==> config.mk <==
export PLATFORM = sky130hd
export DESIGN_NAME = mining_job_scheduler
export DESIGN_NICKNAME = d
export VERILOG_FILES = /design/src/rtl/mining_job_scheduler.sv
export SDC_FILE = /design/constraint.sdc
export NUM_CORES = 1
export LEC_CHECK = 0
export CORE_MARGIN = 1.5
export CORE_UTILIZATION = 50
export DETAILED_ROUTE_END_ITERATION = 8
export GPL_ROUTABILITY_DRIVEN = 0
export PLACE_DENSITY_LB_ADDON = 0.08
export SYNTH_ARGS = -nofsm -noshare
export SYNTH_HDL_FRONTEND = slang
export SYNTH_SLANG_ARGS = --single-unit
==> constraint.sdc <==
create_clock -name clk -period 4.8 [get_ports clk]
set_input_delay 1.44 -clock clk [delete_from_list [all_inputs] [get_ports clk]]
set_output_delay 1.44 -clock clk [all_outputs]
set_load 0.02 [all_outputs]
### The metal 1 layer

Scale bar: 50 um.
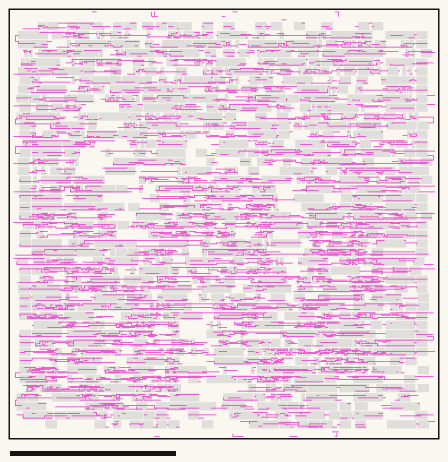
The wires run mostly horizontal. The longest straight run is 35.4 um.
Via Count: 7,068
DRT Wirelength: 20.7 mm
grt met1 use: 33.2%

### Signal wires on met2

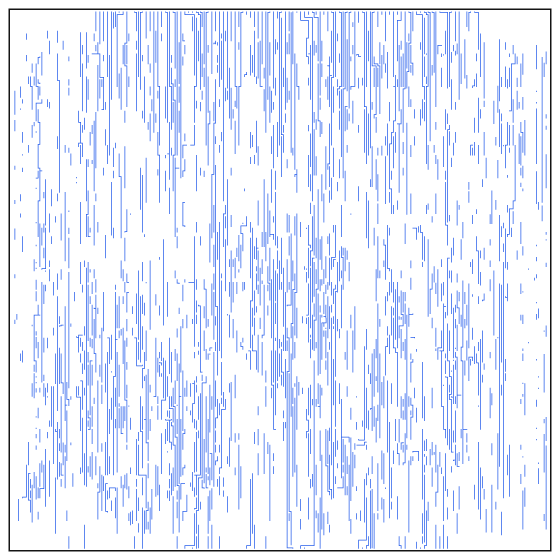
The layer holds 48% of the routed length. The longest straight run is 56.1 um. The wires run mostly vertical. The layer carries 9,890 um of wire.
routing usage on met2: 41.0%

==> results.json <==
{
  "die_h_um": 129,
  "fp_nets": 990,
  "initial_core_util_pct": 51.5,
  "lay_top_count": "nand2_1",
  "worstPathRequired_ns": 5.15,
  "ff2ff_path_depth": 6,
  "ys.warnings.count": 0,
  "status": "complete, no violations",
  "ys_sh_aoi_pct": 12.0,
  "area_delta_synth_final_pct": 41.2,
  "xor_area_share_pct": 1.11,
  "adder_share_pct": 1.90,
  "start_kind": "input pin",
  "endpoint_kind": "register",
  "ys_cells": 852,
  "synthTopCellsByCount": "nand2_1 (282), dfrtp_1 (165), nand3_1 (33), a21oi_1 (31), nor2_1 (30)",
  "gr-total-overflow": 0,
  "grt_antenna_before_repair": 0,
  "coreArea_um2": 15300,
  "dp_hpwl_mm": 14.2,
  "synth_top_cell_by_count": "nand2_1",
  "hold_buffers": 0,
  "edf_count": 0,
  "ys_sh_simple_pct": 27.2,
  "nWellTaps": 211,
  "ios": 269,
  "top_cell_area_share_pct": 52.4,
  "dpl_cell_area_um2": 10600,
  "num_antenna_cells": 0,
  "yosys-stat-area_um2": 7890,
  "largest_reg_flops": 65,
  "clkCellAreaFrac_pct": 5.19,
  "cp_slowest_cell": "buf_4",
  "clock_path_buffers": 2,
  "use_met3_pct": 5.99,
  "hp-class": "reg2reg",
  "drv_slew": 0,
  "rows": 45,
  "power_frac_comb_pct": 45.9,
  "maxUsedRoutingLayer": "met4"
}
